<file path="config.mk">
export PLATFORM = sky130hd
export DESIGN_NAME = pipeline_sink
export DESIGN_NICKNAME = d
export VERILOG_FILES = /design/src/rtl/pipeline_sink.sv
export SDC_FILE = /design/constraint.sdc
export NUM_CORES = 1
export LEC_CHECK = 0
export ABC_AREA = 1
export CAP_MARGIN = 20
export CORE_MARGIN = 3
export CORE_UTILIZATION = 57
export DETAILED_ROUTE_END_ITERATION = 10
export PLACE_DENSITY = 0.91
export SLEW_MARGIN = 20
export SYNTH_ARGS = -nofsm -noshare
export SYNTH_HDL_FRONTEND = slang
export SYNTH_SLANG_ARGS = --single-unit
</file>
<file path="constraint.sdc">
create_clock -name clk -period 4 [get_ports clk]
set_clock_uncertainty 0.2 [all_clocks]
set_input_delay 1.2 -clock clk [delete_from_list [all_inputs] [get_ports clk]]
set_output_delay 1.2 -clock clk [all_outputs]
set_load 0.02 [all_outputs]
</file>
<file path="src/rtl/pipeline_sink.sv">
// Terminal consumer for the DIR/ack pipeline handshake: acknowledges each upstream word
// once and buffers it in a show-ahead FIFO drained by a local reader.
module pipeline_sink #(
    parameter int DEPTH = 4,
    parameter int WIDTH = 8
) (
    input  logic                   clk,
    input  logic                   reset,
    input  logic                   DIR,
    input  logic [WIDTH-1:0]       data_in,
    output logic                   ack_prev,
    input  logic                   rd_en,
    output logic [WIDTH-1:0]       rd_data,
    output logic                   rd_valid,
    output logic                   full,
    output logic [$clog2(DEPTH):0] level,
    output logic [15:0]            word_count
);

    localparam int AW = $clog2(DEPTH);
    localparam int LW = AW + 1;

    typedef enum logic [1:0] {
        IDLE,
        ACK,
        WAIT_LOW
    } state_t;

    state_t state, next_state;

    logic [WIDTH-1:0] mem [DEPTH];
    logic [AW-1:0]    wr_ptr;
    logic [AW-1:0]    rd_ptr;
    logic             accept;
    logic             pop;

    assign rd_valid = (level != '0);
    assign full     = (level == LW'(DEPTH));
    assign pop      = rd_en && rd_valid;
    assign rd_data  = mem[rd_ptr];

    // Acceptance only from IDLE and only on pre-edge occupancy, so a same-edge pop never frees a slot early.
    always_comb begin
        next_state = state;
        accept     = 1'b0;
        case (state)
            IDLE: begin
                if (DIR && !full) begin
                    accept     = 1'b1;
                    next_state = ACK;
                end
            end
            ACK:      next_state = WAIT_LOW;
            WAIT_LOW: begin
                if (!DIR) begin
                    next_state = IDLE;
                end
            end
            default:  next_state = IDLE;
        endcase
    end

    always_ff @(posedge clk or negedge reset) begin
        if (!reset) begin
            state      <= IDLE;
            ack_prev   <= 1'b0;
            wr_ptr     <= '0;
            rd_ptr     <= '0;
            level      <= '0;
            word_count <= '0;
        end else begin
            state    <= next_state;
            ack_prev <= accept;
            if (accept) begin
                wr_ptr     <= wr_ptr + AW'(1);
                word_count <= word_count + 16'd1;
            end
            if (pop) begin
                rd_ptr <= rd_ptr + AW'(1);
            end
            case ({accept, pop})
                2'b10:   level <= level + LW'(1);
                2'b01:   level <= level - LW'(1);
                default: level <= level;
            endcase
        end
    end

    // Storage needs no reset; stale entries are unreachable once the pointers clear.
    always_ff @(posedge clk) begin
        if (accept) begin
            mem[wr_ptr] <= data_in;
        end
    end

endmodule

</file>
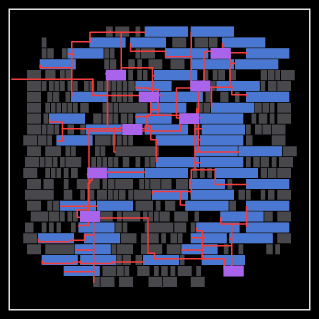
**Above:** run 1 (clock wires, drivers and flops).
Drawn at 4 px/micron.
Key: cells driving clock nets = purple [count 9]; flip-flops = blue [count 58]; clock wires = red [length 674 microns]
There are 10 routed clock nets.

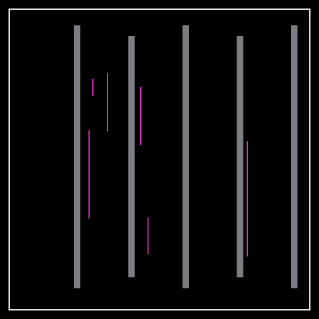
**Above:** run 1 (the metal 4 layer).
Drawn at 4 px/micron. Supply wires on this layer in grey.
The longest straight run is 28.6 microns. The layer holds 1.7% of the routed length. The wires run mostly vertical. 4 nets have wire on it. The layer carries 91.8 microns of wire.

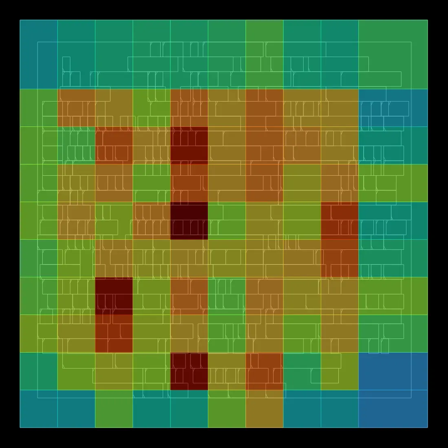
**Above:** run 1 (track usage over the die).
GR Layer Usage met3: 6.41%
global-route track usage on met1: 27.0%
Core Util, Final: 74.8%
GR peak layer: met2
routing usage on met2: 36.0%

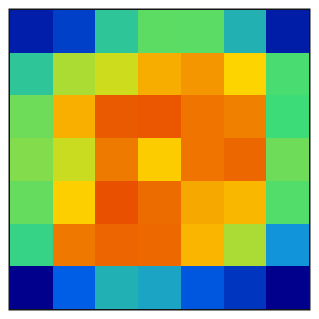
**Above:** run 1 (placement density heat map).
Drawn at 4 px/micron. 7 x 7 tiles, from dark blue (low) to red (high), 0 to 100% covered.
43% of the tiles are over 75% full. The densest ninth of the die: middle. 4.1% of the tiles are nearly empty. The mean over all tiles is 59%. The fullest tile reaches 91%.

==> results.txt, run 1 <==
Results of an implementation run.

The flow reports an fmax of 266 MHz. The non-clock buffer instance count of the final layout is 46. The detail route stage leaves a number of antenna-violating nets equal to 0. Net switching is 38.0% of the power.

For this run, the script counts the antenna cells in the layout as 0. After layout, the worst path uses 94.1% of the clock period. The TritonCTS buffer count is 9. The completed layout was analyzed and its total power is 2.29 mW. The setup slack of the critical path after layout is 0.237 ns. The first global-routing pass estimated 8.95 mm of wire. The number of DRC violations after detailed-routing iteration 0 is 67. For reference, simple AND, OR, NAND and NOR cells occupy 21.5% of the area reported after synthesis. Leaving out fill and tap cells, the most frequent cells in the layout are 57 x nand2_1, 41 x clkdlybuf4s50_1, 36 x inv_1.

The number of antenna violations at the first check in global routing is 0. The latest clock arrival within the worst-skew pair is 0.33 ns. The maximum clock path buffer count is 2.

The measured slew at the worst slew-check pin is 0.508 ns. The path class of the lowest-slack min-delay path is reg2reg. The max-slew headroom at the worst pin is 66.1%. Clock tree synthesis selected as its root buffer the cell clkbuf_8.

The starting utilization of the core area is 60.2%. The clock tree from TritonCTS is yes. For reference, compound AND-OR and OR-AND cells occupy 6.50% of the area reported after synthesis. The endpoint with the worst hold slack is state[1]. The buffer share of cell area is 13.4%. The wire length recorded after detailed routing is 5.43 mm. Total power normalized to cell area comes to 684 nW/um^2. When the netlist entered floorplanning its net count stood at 285. The most frequent logic cell in the layout is nand2_1.

Global routing used 21.6% of the available tracks across all layers. Per the finish-stage timing summary, setup violations number 0. For this run, the detailed router's first-pass iteration total came to 4.

The total tool warning count is 29. The main flop type is edfxtp_1. The overall die height is 74.8 microns. The combinational power share is 39.6%. The post-synthesis to final-layout area growth is 24.2%. The number of setup buffers added after CTS is 0. Summing all flip-flop and latch instances after layout gives 1610 sq um. Clock tree buffers and inverters occupy 5.49% of the routed design's cell area.

Per the synth log, the flip-flop and latch total comes to 58. For this design the static power due to leakage is 1.46 nW. The synthesized netlist devotes 1.62% of its cell area to XOR and XNOR gates. Counting endpoints that fail hold in the final report gives 0. The top logic cell family in the synthesized netlist is simple AND/OR/NAND/NOR gates. Leaving out filler cells and counting taps, the final layout contains 374. The number of H-tree branching levels is 3. The kind of critical path is reg2out.

The clock buffer instance count of the final layout is 9. The summed negative setup slack over all endpoints is 0 ns. The number of cells produced by synthesis is 266.

The timing report gives the clock slew at the launch and capture registers of the worst setup and hold paths as 0.07 ns. The number of hold buffers added after CTS was 0. After routing the design area is 3350 sq um. In the final layout, the share of cells above drive strength 1 is 11.2%. The area of the synthesized netlist per yosys stat is 2700 sq um. Yosys stat counts 266 cells in the synthesized netlist. The design has 58 sequential cells. The critical path endpoint has a required time of 2.60 ns.

Setup repair after global routing left no endpoint under its margin. The start point of the worst hold path is state[1]. In the final layout, multi-input gates take up 26.7% of the cell area. Across the VDD grid, the largest voltage drop is 504 uV. Following the worst setup path forward leads to its endpoint at rd_data[0]. The floorplan die area is 5590 sq um. Power attributed to the clock group is 0.502 mW. For the worst setup path, the data arrival time is 2.36 ns.

TritonRoute output was used to compute an average wire per cell of 14.5 microns. The cell area that synthesis handed to floorplanning was 2700 sq um. The post-synthesis adder-cell area fraction is 3.53%.

The leading cell category by total area is registers. Counting pins that exceed their max-slew limit in the final report gives 0. The category of the worst setup path capture point is an output port. The report counts max-capacitance violations totalling 0.

The post-synth count of flops with an enable pin is 32. The final weighted congestion in routability-driven placement is 0.767. The fraction of the yosys area taken by sequential cells is 59.8%. STA lists the endpoint of the worst register-to-register path as level[2]. The kind of start point of the critical path is a register. After synthesis, the share of cell area in mux cells is 0%. The detailed router placed 1,944 vias in this run. Looking at the critical path, the highest net fanout was 18.

After floorplanning, the core was divided into 24 placement rows. Hold analysis shows the worst path with a depth of 1. Summed over all instances, the cell type with the most area after synthesis is edfxtp_1. The yosys warning tally is 0.

The reported sequential group power is 0.883 mW. In this run the mean area of a mapped cell was 10.1 sq um. Dividing the detail-routed via count by the number of cells gives 5.20. In this run the tool buffered the top-level ports with 41 buffer cells. The power report attributes to the sequential group a share of 38.5%. The design received a total of 52 well taps at floorplan. The via count of the first global-routing pass is 1,933. Registers represent a cell area share of 48.1%. Entering global routing, the biggest net connects 27 pins. The share of the synthesized area in the top cell type is 35.7%. The net count of the finished layout is 336. The detailed placer's ending HPWL is 3.81 mm.

In this run, post-CTS repair resized a total of 0 instances. The DRC violation count after routing is 0. Hold is met by 0.306 ns.

The startpoint of the worst-slack reg-to-reg timing path is level[1]. The multi-input gate area in the final layout is 893 sq um. Measured in cells, the most critical reg-to-reg path has a length of 9. The count of distinct cell types in the synthesized netlist is 28.

The clock share of power is 21.9%. The power report lists cell-internal power as 1.42 mW. The layout filler cell count is 312. The x dimension of the die is 74.8 microns. The async set or reset register ratio after synthesis is 44.8%. The combinational logic power is 0.906 mW. 42 I/O pins were placed. The worst path needs 3.76 ns of the cycle, external delays included. The count of multi-input combinational gates is 163. The critical path starts at rd_ptr[0]. The setup slack of the worst register-to-register path is 1.81 ns. The dominant power group in this design is combinational logic. The count of clock tree sinks is 58. The switching component of the power is 0.871 mW.

At the placement stage, the worst setup path has a slack of 0.556 ns. The main area contributors are edfxtp_1 36%, dfrtp_1 24%, nand2_1 7.9%. The non-clock inverters instantiated in the layout total 39. The flow ran to the end, and the final reports show no timing, DRC or antenna violations.

The floorplan step defined a core boundary enclosing 4470 sq um. The number of instances in the placed design is 358. Global routing finished with a remaining overflow of 0.

The post-place instance area is 3160 sq um.
## run 1: registers in the layout, indices dropped and copies added (netlist names)
name        cells
word_count     16
rd_ptr          2
ack_prev        1
mem            32
level           3
wr_ptr          2
state           2
## run 1: layer usage
layer	share of wire, %	track usage, %
met5	0	0
met1	42	27.0
met2	52	36.0
met3	4.6	6.41
met4	1.7	7.71
## run 1: cell usage after synthesis, drive strengths merged (3+ instances only)
cell type,count
nor2,35
nand3,14
o22ai,8
o21ai,24
ha,6
dfrtp,26
inv,39
nand3b,3
xor2,4
edfxtp,32
nand2,64
buf,6
## run 1: critical path: stages (launching register included)
cell             delay, ns
dfrtp_1               0.66
inv_1                 0.36
o21ai_0               0.32
o22ai_1               0.13
clkdlybuf4s50_1       0.55
==> run 1 -> run 2 <==
--- a/config.mk
+++ b/config.mk
@@ -7,11 +7,13 @@
 export LEC_CHECK = 0
 export ABC_AREA = 1
 export CAP_MARGIN = 20
+export CELL_PAD_IN_SITES_DETAIL_PLACEMENT = 1
+export CELL_PAD_IN_SITES_GLOBAL_PLACEMENT = 1
 export CORE_MARGIN = 3
-export CORE_UTILIZATION = 57
+export CORE_UTILIZATION = 44
 export DETAILED_ROUTE_END_ITERATION = 10
-export PLACE_DENSITY = 0.91
-export SLEW_MARGIN = 20
+export PLACE_DENSITY = 0.84
+export SLEW_MARGIN = 5
 export SYNTH_ARGS = -nofsm -noshare
 export SYNTH_HDL_FRONTEND = slang
 export SYNTH_SLANG_ARGS = --single-unit
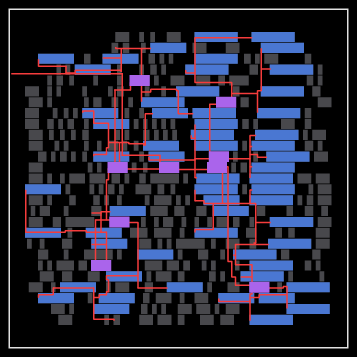
**Above:** run 2 (clock wires, drivers and flops).
Drawn at 4 px/micron.
part of the total power dissipated in the clock network: 20.2%
Late-Pin Clk Latency: 0.32 ns
reported clock group power: 0.460 mW

==> run 2 against run 1 <==
- synthesized cell count stayed put
- largest power group unchanged
- critical path type unchanged
- global-route usage is 3.6 points lower
- critical path depth stayed put
- combinational power is 5.5% higher
==> results.txt, run 2 <==
Results of an implementation run.

The flow reported a cell area power density of 675 nW/um^2. The area fraction in mux cells is 0%. For reference, the top cells by area after synthesis are edfxtp_1 36%, dfrtp_1 24%, nand2_1 7.9%. Among the non-sequential cells, simple AND/OR/NAND/NOR gates take the most area.

The kind of cell with the highest combined delay along the critical path is buffers and inverters. From the final report, the count of setup violators was given as 0. On the worst setup and hold paths after CTS, the clock-pin slew comes to 0.07 ns. In the Yosys stats the netlist draws on 28 distinct library cells. For the worst min-delay path, the startpoint reported by OpenROAD is word_count[15]. The clock tree from TritonCTS is yes. In the power breakdown, the internal column shows 1.39 mW.

The ratio of routed vias to standard cells is 5.06. In the placement report, post-DP HPWL is listed as 4.26 mm. In this run the cell area of the synthesized design comes to 2700 sq um. The timing report shows that the slowest cell on the worst path is clkdlybuf4s50_1. The worst register-to-register path has a depth of 9. The reported leakage power is 1.46 nW. The critical path's largest stage delay is 0.63 ns. The row count is 27. During I/O placement, the number of pins put on the boundary was 42. The combinational power share is 42.0%.

The wire length per cell is 14.9 microns. The number of flops mapped to enable cells by yosys is 32. The run finished with clean final reports.

Per the detail_route report, the via count comes to 1,997. During placement, the flow inserted port buffers numbering 41. The startpoint of the worst-slack reg-to-reg timing path is level[1]. The post-synthesis share of cell area spent on and-or and or-and gates is 6.50%.

The required time at the worst-slack endpoint is 2.60 ns. The path class of the lowest-slack min-delay path is reg2reg. The number of instances resized during post-cts repair is 0. The most frequent logic cell in the layout is nand2_1. The H-tree was split into 3 levels. Adding up every negative setup slack in the final design gives 0 ns. The antenna diode instance count is 0. The post-place instance area is 3200 sq um. The logs give a warning total of 29.

The switching fraction of total power is 39.0%. In this run the clock root is driven by a clkbuf_8. The yosys warning tally is 0.

The total routing usage reported by global routing is 18.1%. The chip area line in the Yosys stat output reads 2700 sq um. According to the finish report, the design has a final net count of 337. The number of setup buffers added after CTS is 0.

The post-synthesis share of cell area spent on and, or, nand and nor gates is 21.5%. The via count of the first global-routing pass is 2,233. The worst-case IR drop observed on VDD is 455 uV.

The wire length after detailed routing is 5.88 mm. The category of the worst setup path capture point is an output port. The STA report counts the stages on the worst setup path as 4. The starting utilization of the core area is 47.2%. The most critical hold endpoint after final layout shows a slack of 0.299 ns. The finished layout holds 395 standard cells, fillers aside. The async set or reset register ratio after synthesis is 44.8%. The number of hold buffers added after CTS is 0. A synthesized cell averages 10.1 sq um. The fraction of the cycle the final worst path needs is 86.3%.

Per the Yosys statistics, synthesis produced 266 cells. The group that draws the most power in this run is combinational logic. The largest registers in the layout are mem (32), word_count (16), level (3). The number of DRC violations after detailed-routing iteration 0 is 52. Per the slew report, the remaining headroom to the max-slew limit stands at 67.3%.

TritonRoute reported its final design rule violation total as 0. More flip-flops sit in one register than any other, and that register is mem. The overall die height is 84.3 microns.

The arrival time of the worst setup path is 2.05 ns. The first-pass iteration count of the detailed router is 4. In this run the critical path is formed by inv_1, o21ai_0, o22ai_1, clkdlybuf4s50_1. The final weighted congestion in routability-driven placement is 0.727. Per the final timing report, the hold violations number 0.

The first global-routing pass estimated 10.2 mm of wire. The clock drives 58 sinks. The sequential power reported by the tool is 0.859 mW. The number of nets in the synthesized netlist is 285.

Synthesis produced 266 cells. For this run the aggregate overflow at the end of global routing stands at 0. In the layout the commonest cells are 57 x nand2_1, 41 x clkdlybuf4s50_1, 36 x inv_1.

For reference, full adder, half adder and majority cells occupy 3.53% of the area reported after synthesis. The TritonCTS buffer count is 9. The final timing report derives a shortest allowable period of 3.45 ns. Once synthesis finished, the tally of register bits stood at 58.

Of the synthesized area, sequential elements account for 59.8%. The proportion of power drawn by flip-flops and latches is 37.8%. In this run the power spent charging and discharging nets is 0.887 mW.

The number of placed instances, taps included, is 379. edfxtp_1 takes more of the synthesized area than any other cell. The register with the most flip-flops in the layout has 32 of them. In the setup report, the worst path falls into the class reg2out. The combinational logic power is 0.956 mW. The core area is 5710 sq um.

The most popular library cell in the synthesized design by count is nand2_1. The endpoint with the worst hold slack is word_count[15]. After layout, the worst setup slack is 0.547 ns. The count of nets left with antenna violations once routing finished came out at 0. The maximum clock path buffer count is 2. In the final layout, the share of cells above drive strength 1 is 11.8%. Setup repair after global routing left no endpoint under its margin. According to the timing report, the critical path is launched from rd_ptr[1]. The number of antenna violations at the first check in global routing is 0. The measured slew at the worst slew-check pin is 0.490 ns. The flow reports an fmax of 290 MHz. Per the timing report, the most critical flop-to-flop path finishes at level[2]. The commonest register cell is edfxtp_1. The top cell type by area accounts for 35.7% of the synthesized area.

Per the run summary, max-cap violations total 0. The setup slack of the worst register-to-register path is 1.74 ns. STA on the placed design reports a worst setup slack of 0.620 ns.
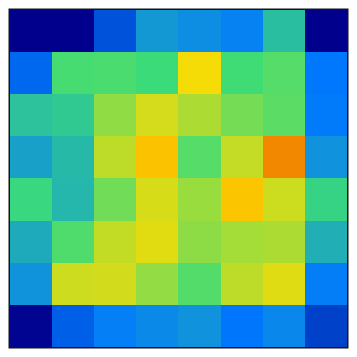
**Above:** run 2 (placement density heat map).
Drawn at 4 px/micron. 8 x 8 tiles, from dark blue (low) to red (high), 0 to 100% covered.
The mean over all tiles is 46%. 4.7% of the tiles are over 75% full. 6.2% of the tiles are nearly empty. The emptiest ninth of the die: top left.

[run 2: final cells by class]
| class | count | area, sq um |
|---|---|---|
| repair buffers | 47 | 455 |
| fillers | 640 | 2340 |
| clock inverters | 5 | 30.0 |
| well taps | 72 | 90.1 |
| clock buffers | 11 | 141 |
| multi-input cells | 163 | 893 |
| flip-flops and latches | 58 | 1610 |
| inverters | 39 | 146 |
[run 2: layer usage]
layer | wire length, microns | vias to the layer above | share of wire (%) | track usage (%)
met5 | 0 | - | 0 | 0
met4 | 54 | 0 | 0.92 | 5.99
met3 | 168 | 6 | 2.9 | 5.10
met2 | 3100 | 33 | 53 | 32.0
met1 | 2560 | 998 | 44 | 21.0
li1 | - | 960 | - | -
No activity file was given, so power comes from the tool's default toggle rates.
